`src/rtl/svm_sched_pkg.sv`:
```
//------------------------------------------------------------------------------
// svm_sched_pkg : shared scheduler types, FSM encoding and frame-size helpers
// Revision: 1.0
//------------------------------------------------------------------------------
`default_nettype none

package svm_sched_pkg;

  localparam int WORD_W                   = 64;
  localparam int DEFAULT_MAX_DEPENDENCIES = 256;

  function automatic int calc_words(input int max_deps);
    return max_deps / WORD_W;
  endfunction

  function automatic int calc_beats(input int max_deps);
    return 1 + 2 * calc_words(max_deps);
  endfunction

  typedef enum logic [2:0] {
    S_PID   = 3'd0,
    S_RD    = 3'd1,
    S_WR    = 3'd2,
    S_HOLD  = 3'd3,
    S_DRAIN = 3'd4
  } pack_state_e;

  typedef struct packed {
    logic [WORD_W-1:0]                   program_id;
    logic [DEFAULT_MAX_DEPENDENCIES-1:0] read_deps;
    logic [DEFAULT_MAX_DEPENDENCIES-1:0] write_deps;
  } txn_t;

endpackage

`default_nettype wire

```
`src/rtl/txn_out_stage.sv`:
```
//------------------------------------------------------------------------------
// txn_out_stage : single-entry valid/ready output register with load-when-free
// Revision: 1.0
//------------------------------------------------------------------------------
`default_nettype none

module txn_out_stage #(
  parameter int DATA_W = 576
) (
  input  logic              clk,
  input  logic              rst_n,
  input  logic              i_load,
  input  logic [DATA_W-1:0] i_data,
  input  logic              i_ready,
  output logic              o_valid,
  output logic [DATA_W-1:0] o_data,
  output logic              o_free
);

  logic              r_valid;
  logic [DATA_W-1:0] r_data;

  // Free when empty or when the current entry leaves this cycle.
  assign o_free  = !r_valid || i_ready;
  assign o_valid = r_valid;
  assign o_data  = r_data;

  always_ff @(posedge clk or negedge rst_n) begin
    if (!rst_n) begin
      r_valid <= 1'b0;
      r_data  <= '0;
    end else if (i_load) begin
      r_valid <= 1'b1;
      r_data  <= i_data;
    end else if (i_ready) begin
      r_valid <= 1'b0;
    end
  end

endmodule

`default_nettype wire

```
`src/rtl/txn_packer.sv`:
```
//------------------------------------------------------------------------------
// txn_packer : assembles 64-bit host beats into wide scheduler transactions.
// Optional statistics counters enabled by TXN_PACKER_STATS_EN.
// Revision: 1.0
//------------------------------------------------------------------------------
`default_nettype none

module txn_packer
  import svm_sched_pkg::*;
#(
  parameter int MAX_DEPENDENCIES = 256
) (
  input  logic                        clk,
  input  logic                        rst_n,
  input  logic                        s_axis_tvalid,
  output logic                        s_axis_tready,
  input  logic [63:0]                 s_axis_tdata,
  input  logic                        s_axis_tlast,
  output logic                        m_axis_tvalid,
  input  logic                        m_axis_tready,
  output logic [63:0]                 m_axis_tdata_owner_programID,
  output logic [MAX_DEPENDENCIES-1:0] m_axis_tdata_read_dependencies,
  output logic [MAX_DEPENDENCIES-1:0] m_axis_tdata_write_dependencies,
  output logic                        framing_err,
  output logic [31:0]                 txn_count,
  output logic [31:0]                 err_count
);

  localparam int WORDS = calc_words(MAX_DEPENDENCIES);
  localparam int CNT_W = (WORDS > 1) ? $clog2(WORDS) : 1;
  localparam int TXN_W = WORD_W + 2 * MAX_DEPENDENCIES;
  localparam logic [CNT_W-1:0] c_LAST_WORD = CNT_W'(WORDS - 1);

  pack_state_e                 r_state, w_state_nxt;
  logic [CNT_W-1:0]            r_word, w_word_nxt;
  logic [WORD_W-1:0]           r_pid;
  logic [MAX_DEPENDENCIES-1:0] r_rd, r_wr;
  logic [MAX_DEPENDENCIES-1:0] w_wr_merged, w_wr_load;
  logic                        r_err, w_err;
  logic                        w_beat, w_cap_pid, w_cap_rd, w_cap_wr;
  logic                        w_load, w_out_free;
  logic [TXN_W-1:0]            w_load_data, w_out_data;

  assign s_axis_tready = (r_state != S_HOLD);
  assign w_beat        = s_axis_tvalid && s_axis_tready;
  assign framing_err   = r_err;

  always_comb begin
    w_wr_merged = r_wr;
    w_wr_merged[r_word*WORD_W +: WORD_W] = s_axis_tdata;
  end

  // A held frame already has its final write word stored; a direct load
  // takes it straight from the bus.
  assign w_wr_load   = (r_state == S_HOLD) ? r_wr : w_wr_merged;
  assign w_load_data = {r_pid, r_rd, w_wr_load};

  always_comb begin
    w_state_nxt = r_state;
    w_word_nxt  = r_word;
    w_err       = 1'b0;
    w_cap_pid   = 1'b0;
    w_cap_rd    = 1'b0;
    w_cap_wr    = 1'b0;
    w_load      = 1'b0;
    case (r_state)
      S_PID: begin
        if (w_beat) begin
          if (s_axis_tlast) begin
            w_err = 1'b1;
          end else begin
            w_cap_pid   = 1'b1;
            w_word_nxt  = '0;
            w_state_nxt = S_RD;
          end
        end
      end
      S_RD: begin
        if (w_beat) begin
          if (s_axis_tlast) begin
            w_err       = 1'b1;
            w_state_nxt = S_PID;
          end else begin
            w_cap_rd = 1'b1;
            if (r_word == c_LAST_WORD) begin
              w_word_nxt  = '0;
              w_state_nxt = S_WR;
            end else begin
              w_word_nxt = r_word + CNT_W'(1);
            end
          end
        end
      end
      S_WR: begin
        if (w_beat) begin
          if (r_word == c_LAST_WORD) begin
            if (s_axis_tlast) begin
              w_cap_wr = 1'b1;
              if (w_out_free) begin
                w_load      = 1'b1;
                w_state_nxt = S_PID;
              end else begin
                w_state_nxt = S_HOLD;
              end
            end else begin
              w_err       = 1'b1;
              w_state_nxt = S_DRAIN;
            end
          end else if (s_axis_tlast) begin
            w_err       = 1'b1;
            w_state_nxt = S_PID;
          end else begin
            w_cap_wr   = 1'b1;
            w_word_nxt = r_word + CNT_W'(1);
          end
        end
      end
      S_HOLD: begin
        if (w_out_free) begin
          w_load      = 1'b1;
          w_state_nxt = S_PID;
        end
      end
      S_DRAIN: begin
        if (w_beat && s_axis_tlast) begin
          w_state_nxt = S_PID;
        end
      end
      default: w_state_nxt = S_PID;
    endcase
  end

  always_ff @(posedge clk or negedge rst_n) begin
    if (!rst_n) begin
      r_state <= S_PID;
      r_word  <= '0;
      r_err   <= 1'b0;
      r_pid   <= '0;
      r_rd    <= '0;
      r_wr    <= '0;
    end else begin
      r_state <= w_state_nxt;
      r_word  <= w_word_nxt;
      r_err   <= w_err;
      if (w_cap_pid) r_pid <= s_axis_tdata;
      if (w_cap_rd)  r_rd[r_word*WORD_W +: WORD_W] <= s_axis_tdata;
      if (w_cap_wr)  r_wr <= w_wr_merged;
    end
  end

  txn_out_stage #(
    .DATA_W (TXN_W)
  ) u_out_stage (
    .clk     (clk),
    .rst_n   (rst_n),
    .i_load  (w_load),
    .i_data  (w_load_data),
    .i_ready (m_axis_tready),
    .o_valid (m_axis_tvalid),
    .o_data  (w_out_data),
    .o_free  (w_out_free)
  );

  assign {m_axis_tdata_owner_programID,
          m_axis_tdata_read_dependencies,
          m_axis_tdata_write_dependencies} = w_out_data;

`ifdef TXN_PACKER_STATS_EN
  logic [31:0] r_txn_count, r_err_count;

  always_ff @(posedge clk or negedge rst_n) begin
    if (!rst_n) begin
      r_txn_count <= 32'd0;
      r_err_count <= 32'd0;
    end else begin
      if (m_axis_tvalid && m_axis_tready) r_txn_count <= r_txn_count + 32'd1;
      if (r_err)                          r_err_count <= r_err_count + 32'd1;
    end
  end

  assign txn_count = r_txn_count;
  assign err_count = r_err_count;
`else
  assign txn_count = 32'd0;
  assign err_count = 32'd0;
`endif

endmodule

`default_nettype wire
```
`config.mk`:
```
export PLATFORM = sky130hd
export DESIGN_NAME = txn_packer
export DESIGN_NICKNAME = d
export VERILOG_FILES = /design/src/rtl/svm_sched_pkg.sv /design/src/rtl/txn_out_stage.sv /design/src/rtl/txn_packer.sv
export SDC_FILE = /design/constraint.sdc
export NUM_CORES = 2
export LEC_CHECK = 0
export ABC_AREA = 0
export CORE_MARGIN = 4
export CORE_UTILIZATION = 49
export CTS_CLUSTER_SIZE = 16
export DETAILED_ROUTE_END_ITERATION = 16
export PLACE_DENSITY = 0.8
export SLEW_MARGIN = 30
export SYNTH_ARGS = -nofsm -noshare
export SYNTH_HDL_FRONTEND = slang
export SYNTH_HIERARCHICAL = 1
export SYNTH_SLANG_ARGS = --single-unit
```
`constraint.sdc`:
```
create_clock -name clk -period 2.15 [get_ports clk]
set_clock_uncertainty 0.2 [all_clocks]
set_input_delay 0.5375 -clock clk [delete_from_list [all_inputs] [get_ports clk]]
set_output_delay 0.5375 -clock clk [all_outputs]
set_load 0.02 [all_outputs]
```
final_placement.png
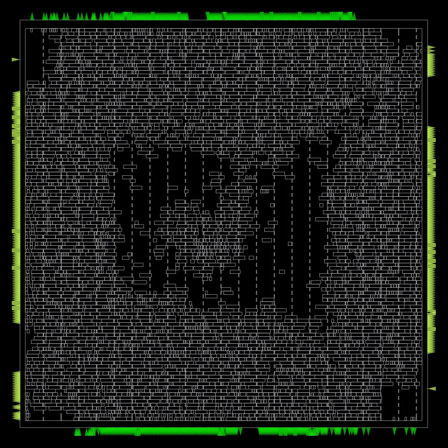
Flops: 1159
Tapcells: 1254
Layout Cells excl Fill: 6274
fill count: 6046
sequential cell area share: 44.4%

registers.png
(2 px per µm) Other sequential cells in the stronger grey, the rest of the logic in the fainter grey.
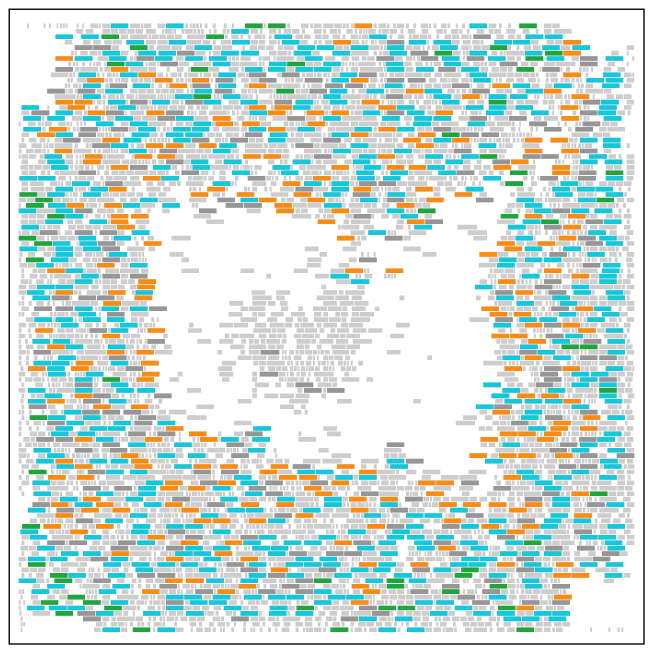
colour	netlist name	sequential cells	where
orange	`r_wr`	256	all over the die
cyan	`u_out_stage/o_data`	576	all over the die
green	`r_pid`	64	all over the die
not coloured	263
register area: 0.0290 mm²
Seq power: 27.6 mW
post-layout util: 69.6%

==> metrics.csv <==
metric,value,unit
Area contributors post-synth,"dfrtp_1 (62%), mux2_2 (15%), nand2_1 (7.3%)",
met2 usage,49.8,%
Log Warnings,38,
Top Metal Used,met5,
Residual DRC,0,
switch share,33.2,%
"area share, top type",62.1,%
Critical Path AT,2.95,ns
Setup WS post-layout,-0.393,ns
postcts setup bufs,57,
count of final setup violators,1030,
Internal,48.4,mW
wl on met1,63300,µm
CORE AREA,0.0939,mm²
Via density,6.03,
chip area,0.100,mm²
ys flop type,dfrtp_1,
TritonCTS Sinks,1159,
number of placement rows,112,
cells in synth_stat.txt,3891,
Max Freq,393,MHz
synth warn,6,
maximum vdd ir drop,0.878,mV
drt pass-1 iters,6,
period utilization,118,%
RSZ-0062 raised after global routing,yes,
Lkg Pwr,30.5,nW
CTS resizes,2245,
MaxCap Viol Count,0,
Yosys top cell by area,dfrtp_1,
I/O Buffers,647,
CTS buffer count,116,
fraction of registers with async set/reset,100,%
Initial DRC Count,4068,
H-tree depth,3,
first-pass GRT wire length,232000,µm
Post-synth regs,1159,
P_sw,24.0,mW
Reg2Reg Depth,10,
CP Launch Type,flip-flop,
cell count after placement,5888,
DPL Wire Length,96300,µm
hold_buf cts,1,
worst rel slew slack,58.7,%
Post-synth EDFFs,0,
root buffer cell,clkbuf_16,
crit path time final,2.54,ns
Layout area overhead,40.0,%
die height,317,µm
Netlist cell types,40,
die span in x,317,µm
fp util,49.7,%
pin count of the biggest net entering global routing,109,
"Cell Chain, Critical Path","ha_4, inv_2, ha_4, nor4b_4, buf_4, buf_4, nand3_4, buf_12, buf_6, o21ai_0",
crit path DRT,2.55,ns
"Worst Path Class, Setup",reg2reg,
Met2 Wirelength,81100,µm
clock slew at reported path FFs,0.07,ns
Worst Hold Class,in2async,
initial antenna violation count,3,
post-synth design cell area,0.0467,mm²
combinational share of power,33.2,%
status,"complete, but fails checks",
Yosys chip area,0.0467,mm²
Synth Instances,3891,
most used routing layer,met2,
layout cell share with drive strength beyond 1,43.9,%
crit-path max FO,15,
routability cong.,0.841,
total chip power,72.5,mW
Pwr Density,1110,mW/mm²
max-slew violation count,0,
Synth Seq Share,62.1,%
grt met3 use,6.85,%
final hold violation count,0,
slowest CP cell,dfrtp_2,
Crit path largest cell delay,0.45,ns
failing checks,negative setup slack,
"Avg Cell Area, Syn",12.0,µm²
Antenna diodes,0,
Max clock buf depth,3,
Reg power frac,38.1,%
Setup crit end kind,flip-flop,
later-pin clock latency in the skew report,0.72,ns
GR met1 Demand/Resource,38.5,%
Ports,712,
Final nets,5006,
grt ovf,0,
CTS tree,done,
vias in the first global route,37373,
proportion of power drawn by the clock network,28.7,%
DR WL met3,16600,µm
WHS,0.129,ns
ANT nets after route,0,
Worst Tran Pin Value,0.618,ns
wire_density.png
(1 px per µm) The die is cut into 32 by 32 equal tiles; dark blue is low, red is high, scaled to the fullest tile. Values are wire area over tile area, all layers added.
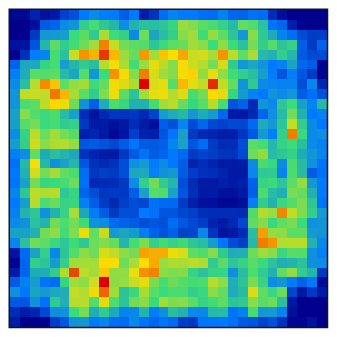
densest ninth of the die	top centre
emptiest ninth of the die	centre
mean over tiles	0.30
nearly empty tiles	3.1%
WL per Instance: 27.5 µm
All-Layer GR Usage: 30.5%
drt total wl: 172000 µm

metal_stack.png
(1 px per µm) Only two layers are drawn.
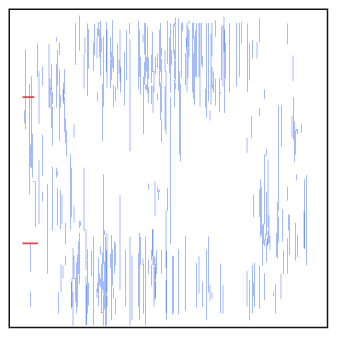
colour	layer	wire length
red	met5	23.9 µm
blue	met4	11400 µm
Vias: 37.8k

==> area by class of cell <==
cell class / instances / area, µm²
multi-input combinational: 2444 / 17500
tap: 1254 / 1570
clock inverter: 43 / 503
sequential: 1159 / 29000
fill: 6046 / 28500
timing repair buffer: 1201 / 13400
inverter: 7 / 36.3
clock buffer: 166 / 3400
==> flip-flops by register name, indices dropped and copies added (netlist names) <==
| signal | cells |
|---|---|
| r_state | 3 |
| u_out_stage/o_data | 576 |
| r_pid | 64 |
| u_out_stage/o_valid | 1 |
| r_rd | 256 |
| framing_err | 1 |
| r_wr | 256 |
| r_word | 2 |
==> layout by cell type, fill, tap and decap left out, types with 67 or more instances in the layout <==
cell type        instances
clkdlybuf4s50_1         67
buf_2                  242
o21ai_2                 93
nand2_4                 74
o21ai_0                408
a32o_1                 124
buf_12                 147
buf_4                  262
o21ai_1                135
dfrtp_1               1154
nand2_2                 79
clkdlybuf4s15_2        288
mux2_2                 575
clkbuf_16              154
nand2_1                756
==> power groups by stage <==
| stage | sequential (mW) | clock [mW] | combinational (mW) |
|---|---|---|---|
| finish | 27.6 | 20.8 | 24.1 |
| global route | 27.8 | 21.9 | 25.1 |
| CTS | 27.4 | 20.8 | 21.0 |
| detailed placement | 27.7 | 0 | 19.6 |
| global placement | 27.5 | 0 | 19.1 |
| floorplan | 28.9 | 0 | 8.57 |
==> metrics by stage <==
| step | setup slack (ns) | TNS (ns) | area [µm²] |
|---|---|---|---|
| finish | -0.393 | -193.08 | 65400 |
| global route | -0.494 | -248.36 | 65400 |
| CTS | -0.354 | -133.96 | 62800 |
| detailed placement | -1.00 | -839.83 | 57400 |
| global placement | -0.916 | -824.01 | 57400 |
| floorplan | -0.0257 | -1.51 | 47000 |
==> path summary, 6_finish.rpt <==
| kind | from | endpoint | slack (ns) |
|---|---|---|---|
| max | r_word[0] | r_wr[193] | -0.39 |
| min | rst_n | r_pid[4] | 0.13 |
| max reg2reg | r_word[0] | r_wr[193] | -0.39 |
| min reg2reg | r_rd[223] | r_rd[223] | 0.28 |
| max in group asynchronous | rst_n | r_pid[59] | 0.72 |
| min in group clk | r_rd[223] | r_rd[223] | 0.28 |
==> cell usage after synthesis, drive strengths merged, types with 3 or more instances <==
library cell and number:
nand3 10, nand2 910, nor3 4, dfrtp 1159
mux2 640, a32o 129, nand2b 4, ha 8
a21oi 7, nor4b 3, nor2 4, o21ai 641
clkbuf 153, inv 7, buf 192
==> cell families (layout without fill, tap and decap cells) <==
group,Yosys count,after routing,synth area share (%)
flip-flops,1159,1159,62.1
AND/OR/NAND/NOR,947,948,7.87
AND-OR/OR-AND,783,783,9.81
multiplexers,640,640,15.4
buffers and inverters,352,1417,4.52
adder cells (fa/ha/maj),8,8,0.214
other,1,64,0.00803
XOR/XNOR,1,1,0.0188
==> worst max-delay path, delay by kind of cell (launching register included) <==
kind / cells / cell delay [ns]
compound gates: 1 / 0.24
fa+ha+maj: 2 / 0.39
buf+inv: 5 / 0.72
flops: 1 / 0.45
simple gates: 2 / 0.40
Power is estimated from default activity; no workload was simulated.
